File: src/rtl/sifive_scope_dcache_d_echo_capture.sv
// Passive TL-D snoop that folds each multi-beat D response into one record
// and queues records for the dcache echo scope over a valid/ready port.
//
// Ports:
//   clock, reset_n        block clock, async active-low reset
//   d_valid .. d_corrupt  snooped TL-D channel (never back-pressured)
//   enable                capture enable, sampled at each message's first beat
//   rec_valid/rec_ready   record handshake to the scope consumer
//   rec_bits              head record {[ts], source, opcode, size, echo,
//                         denied, corrupt_any}
//   drop_cnt, overflow    saturating drop count and sticky drop flag
//
// Optional: define SIFIVE_SCOPE_DECHO_TIMESTAMP_EN to prepend a 32-bit
// cycle timestamp, captured at each message's first beat, to rec_bits.

module sifive_scope_dcache_d_echo_capture #(
    parameter int SRC_W           = 4,
    parameter int ECHO_W          = 2,
    parameter int BEAT_BYTES_LOG2 = 3,
    parameter int DEPTH           = 4,
    parameter int DROP_W          = 8,
    localparam int BASE_W         = SRC_W + ECHO_W + 9,
`ifdef SIFIVE_SCOPE_DECHO_TIMESTAMP_EN
    localparam int REC_W          = BASE_W + 32
`else
    localparam int REC_W          = BASE_W
`endif
) (
    input  logic              clock,
    input  logic              reset_n,
    input  logic              d_valid,
    input  logic              d_ready,
    input  logic [2:0]        d_opcode,
    input  logic [3:0]        d_size,
    input  logic [SRC_W-1:0]  d_source,
    input  logic [ECHO_W-1:0] d_echo,
    input  logic              d_denied,
    input  logic              d_corrupt,
    output logic              rec_valid,
    input  logic              rec_ready,
    output logic [REC_W-1:0]  rec_bits,
    output logic [DROP_W-1:0] drop_cnt,
    output logic              overflow,
    input  logic              enable
);

    localparam int PW    = $clog2(DEPTH);
    localparam int CNT_W = 16;

    typedef enum logic [0:0] {
        IDLE  = 1'b0,
        BURST = 1'b1
    } state_t;

    state_t             state;
    logic [CNT_W-1:0]   cnt;
    logic [SRC_W-1:0]   h_src;
    logic [2:0]         h_op;
    logic [3:0]         h_size;
    logic [ECHO_W-1:0]  h_echo;
    logic               h_den;
    logic               corr_acc;
    logic               en_lat;

    logic               fire;
    logic               data_op;
    logic               multi;
    logic [3:0]         shamt;
    logic [CNT_W-1:0]   first_cnt;
    logic               complete;
    logic               rec_en;
    logic               push;
    logic [REC_W-1:0]   rec_new;

    logic [REC_W-1:0]   mem [DEPTH];
    logic [PW:0]        wptr;
    logic [PW:0]        rptr;
    logic               empty;
    logic               full;
    logic               do_pop;
    logic               do_push;
    logic               drop;

`ifdef SIFIVE_SCOPE_DECHO_TIMESTAMP_EN
    logic [31:0]        ts_cnt;
    logic [31:0]        ts_lat;

    always_ff @(posedge clock or negedge reset_n) begin
        if (!reset_n) begin
            ts_cnt <= '0;
        end else begin
            ts_cnt <= ts_cnt + 32'd1;
        end
    end
`endif

    assign fire    = d_valid && d_ready;
    assign data_op = (d_opcode == 3'd1) || (d_opcode == 3'd5);
    assign multi   = data_op && (d_size > 4'(BEAT_BYTES_LOG2));
    assign shamt   = d_size - 4'(BEAT_BYTES_LOG2);
    // Remaining beats after the first one.
    assign first_cnt = (CNT_W'(1) << shamt) - CNT_W'(1);

    assign complete = fire &&
        ((state == IDLE) ? !multi : (cnt == CNT_W'(1)));
    assign rec_en   = (state == IDLE) ? enable : en_lat;
    assign push     = complete && rec_en;

    // Single-beat records come straight from the bus; burst records use the
    // header latched at the first beat plus this beat's corrupt.
    always_comb begin
        rec_new = '0;
        if (state == IDLE) begin
`ifdef SIFIVE_SCOPE_DECHO_TIMESTAMP_EN
            rec_new = {ts_cnt, d_source, d_opcode, d_size,
                       d_echo, d_denied, d_corrupt};
`else
            rec_new = {d_source, d_opcode, d_size,
                       d_echo, d_denied, d_corrupt};
`endif
        end else begin
`ifdef SIFIVE_SCOPE_DECHO_TIMESTAMP_EN
            rec_new = {ts_lat, h_src, h_op, h_size,
                       h_echo, h_den, corr_acc | d_corrupt};
`else
            rec_new = {h_src, h_op, h_size,
                       h_echo, h_den, corr_acc | d_corrupt};
`endif
        end
    end

    always_ff @(posedge clock or negedge reset_n) begin
        if (!reset_n) begin
            state    <= IDLE;
            cnt      <= '0;
            h_src    <= '0;
            h_op     <= '0;
            h_size   <= '0;
            h_echo   <= '0;
            h_den    <= 1'b0;
            corr_acc <= 1'b0;
            en_lat   <= 1'b0;
`ifdef SIFIVE_SCOPE_DECHO_TIMESTAMP_EN
            ts_lat   <= '0;
`endif
        end else if (fire) begin
            unique case (state)
                IDLE: begin
                    if (multi) begin
                        state    <= BURST;
                        cnt      <= first_cnt;
                        h_src    <= d_source;
                        h_op     <= d_opcode;
                        h_size   <= d_size;
                        h_echo   <= d_echo;
                        h_den    <= d_denied;
                        corr_acc <= d_corrupt;
                        en_lat   <= enable;
`ifdef SIFIVE_SCOPE_DECHO_TIMESTAMP_EN
                        ts_lat   <= ts_cnt;
`endif
                    end
                end
                BURST: begin
                    corr_acc <= corr_acc | d_corrupt;
                    if (cnt == CNT_W'(1)) begin
                        state <= IDLE;
                        cnt   <= '0;
                    end else begin
                        cnt <= cnt - CNT_W'(1);
                    end
                end
                default: begin
                    state <= IDLE;
                    cnt   <= '0;
                end
            endcase
        end
    end

    // Extra pointer bit separates full from empty.
    assign empty   = (wptr == rptr);
    assign full    = (wptr[PW] != rptr[PW]) &&
                     (wptr[PW-1:0] == rptr[PW-1:0]);
    assign do_pop  = rec_valid && rec_ready;
    assign do_push = push && (!full || do_pop);
    assign drop    = push && full && !do_pop;

    assign rec_valid = !empty;
    assign rec_bits  = empty ? '0 : mem[rptr[PW-1:0]];

    always_ff @(posedge clock or negedge reset_n) begin
        if (!reset_n) begin
            wptr <= '0;
            rptr <= '0;
            for (int i = 0; i < DEPTH; i++) begin
                mem[i] <= '0;
            end
        end else begin
            if (do_push) begin
                mem[wptr[PW-1:0]] <= rec_new;
                wptr <= wptr + 1'b1;
            end
            if (do_pop) begin
                rptr <= rptr + 1'b1;
            end
        end
    end

    always_ff @(posedge clock or negedge reset_n) begin
        if (!reset_n) begin
            drop_cnt <= '0;
            overflow <= 1'b0;
        end else if (drop) begin
            overflow <= 1'b1;
            if (drop_cnt != '1) begin
                drop_cnt <= drop_cnt + 1'b1;
            end
        end
    end

endmodule

File: config.mk
export PLATFORM = sky130hd
export DESIGN_NAME = sifive_scope_dcache_d_echo_capture
export DESIGN_NICKNAME = d
export VERILOG_FILES = /design/src/rtl/sifive_scope_dcache_d_echo_capture.sv
export SDC_FILE = /design/constraint.sdc
export NUM_CORES = 1
export LEC_CHECK = 0
export ABC_AREA = 1
export CAP_MARGIN = 20
export CORE_AREA = 5 5 137 191
export DETAILED_ROUTE_END_ITERATION = 10
export DIE_AREA = 0 0 142 196
export RECOVER_POWER = 50
export SYNTH_ARGS = -nofsm -noshare
export SYNTH_HDL_FRONTEND = slang
export SYNTH_SLANG_ARGS = --single-unit
File: constraint.sdc
create_clock -name clock -period 1.8 [get_ports clock]
set_input_delay 0.27 -clock clock [delete_from_list [all_inputs] [get_ports clock]]
set_output_delay 0.27 -clock clock [all_outputs]
set_load 0.05 [all_outputs]
I/O nets highlighted:
(1.5 px per um)
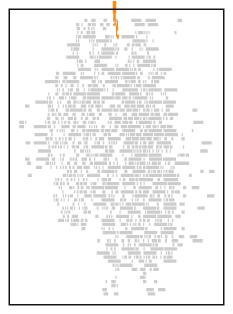
| colour | port | bits | direction | edge | end cells | buffers | wire |
|---|---|---|---|---|---|---|---|
| orange | d_echo | 2 | input | top | 2 | 2 | 31.7 um |
IO Count: 46
buffers added on ports: 45

Metal layers overlaid:
(2 px per um) Two of the layers only.
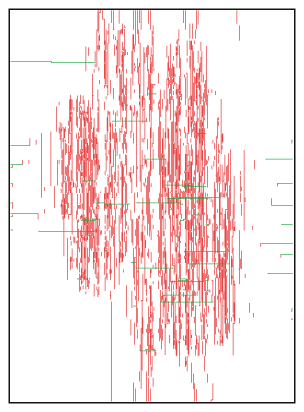
| colour | layer | wire length |
|---|---|---|
| red | M2 | 10400 um |
| green | M3 | 495 um |
DR vias: 5794
aggregate global-route resource usage: 0.133
Routed WL: 18400 um
Avg WL per Cell: 14.1 um

==> results_dict.tcl <==
# implementation run metrics
set metrics [dict create \
    crit_end "rec_bits[11]" \
    use_met1 0.149 \
    drive_above_1_share 0.355 \
    final-hold-violation-count 0 \
    drv_cap 0 \
    crit_slowest_cell "dfrtp_2" \
    worst_slew_pin_slew_ns 0.697 \
    arrival_ns 1.76 \
    cp-start-kind "flip-flop" \
    syn_avg_cell_area_sq_um 7.28 \
    r2r-start "cnt[1]" \
    skew_ns 0.00781 \
    ys_ff 108 \
    area_share_clock_buf_inv 0.0346 \
    met1_length_um 7130 \
    first_global_vias 5839 \
    ys_async_sr_fraction 1.00 \
    worst-setup-path-type "reg2out" \
    clk_latency_ns 0.35 \
    grt.overflow.total 0 \
    logic_gates 602 \
    yosys_cells 816 \
    grt_pass1_wl_um 29700 \
    met2_length_um 10400 \
    cp.depth 9 \
    logic_area_sq_mm 0.00333 \
    hold_path_depth 4 \
    top_area_frac 0.455 \
    final.setup.tns_ns -8.77 \
    holdPathEnd "h_size[1]" \
    ff_count 108 \
    synth_nets 851 \
    place_inst 1258 \
    topCellsByArea "dfrtp_1 (46%), nand2_1 (21%), o21ai_0 (6.2%), inv_1 (4.7%), nor2_1 (4.6%)" \
    warnings 36 \
    cp_max_fo 7 \
    violations "negative setup slack" \
    holdCritPathClass "in2reg" \
    met3_length_um 495 \
    rrSetupSlack_ns -0.13 \
    gp_congestion 0.852 \
    nFillCells 2561 \
    highest_layer "met4" \
    mux_area_frac 0 \
    cpMostUsedCell "nand2_4" \
    setup_ws_ns -0.235 \
    largest_area_cell "dfrtp_1" \
    num_tap_cells 315 \
    rsz0062_at_grt "yes" \
    netlist_top_cells_count "nand2_1 (331), dfrtp_1 (108), inv_1 (74)" \
    mostFrequentLayoutCells "nand2_1 (223), dfrtp_1 (107), buf_4 (105)" \
    reg2reg_depth 13 \
    placed_area_sq_mm 0.00761 \
    clkSlewWorstSetupHoldPaths_ns 0.08 \
    cts_tree "built" \
    clock_buffers 9 \
    critPathCaptureType "primary output" \
    initial_core_util 0.244 \
    die-area_sq_mm 0.0278 \
    dr.first_iter.drc_count 335 \
    ys_sh_xor 0.0221 \
    fmax_mhz 492 \
    synth_cell_types 33 \
    crit_buf_inv 5 \
    fp.dieW_um 142 \
    clock-root-buffer "clkbuf_16" \
    diodes 0 \
    syn-cell-area_sq_mm 0.00594 \
    status "complete, but fails checks" \
    final_antenna_net_count 0 \
    setup_violations 85 \
    clock-sinks 108 \
    peakVddDrop_v 0.000507 \
    edf_count 0 \
]
Sizing map:
(2 px per um)
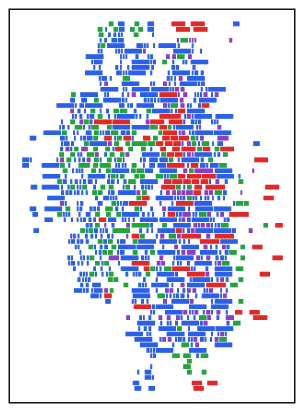
| colour | size | cells | share |
|---|---|---|---|
| green | x3 and x4 | 161 | 16% |
| red | x6 and larger | 76 | 7.7% |
| purple | x2 | 115 | 12% |
| blue | x1 and smaller | 639 | 64% |
Buffers, non-clock: 186
Final WS setup: -0.235 ns
Layout area overhead: 52.1%
final instance area: 0.00903 sq mm

I/O pins on the die edge:
(2 px per um) Pins as bars across the die edge, other pins in grey.
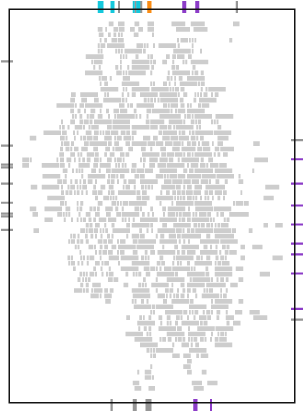
| colour | port | pins | direction | edge |
|---|---|---|---|---|
| cyan | drop_cnt | 8 | output | top |
| purple | rec_bits | 15 | output | 8 right, 4 top, 3 bottom |
| orange | d_echo | 2 | input | top |

report_power, final:
group | switching (W) | internal (W) | total, W
combinational | 0.000646 | 0.000606 | 0.00125
sequential | 0.0000695 | 0.00254 | 0.00260
clock | 0.00101 | 0.00112 | 0.00213
total | 0.00173 | 0.00426 | 0.00599
what timing repair did:
| action | in CTS | in global routing |
|---|---|---|
| hold endpoints to repair | 19 | 0 |
| pin swaps | 33 | 39 |
| gates cloned | 8 | 1 |
| resized | 147 | 112 |
| hold buffers | 1 | 0 |
| setup endpoints to repair | 88 | 99 |
| setup buffers | 19 | 6 |
sequential cells by signal, summed over array words and instances, names as in the netlist, 3 cells and up:
signal    count
h_op          3
h_size        4
wptr          3
drop_cnt      8
mem          60
h_src         4
rptr          3
cnt          16
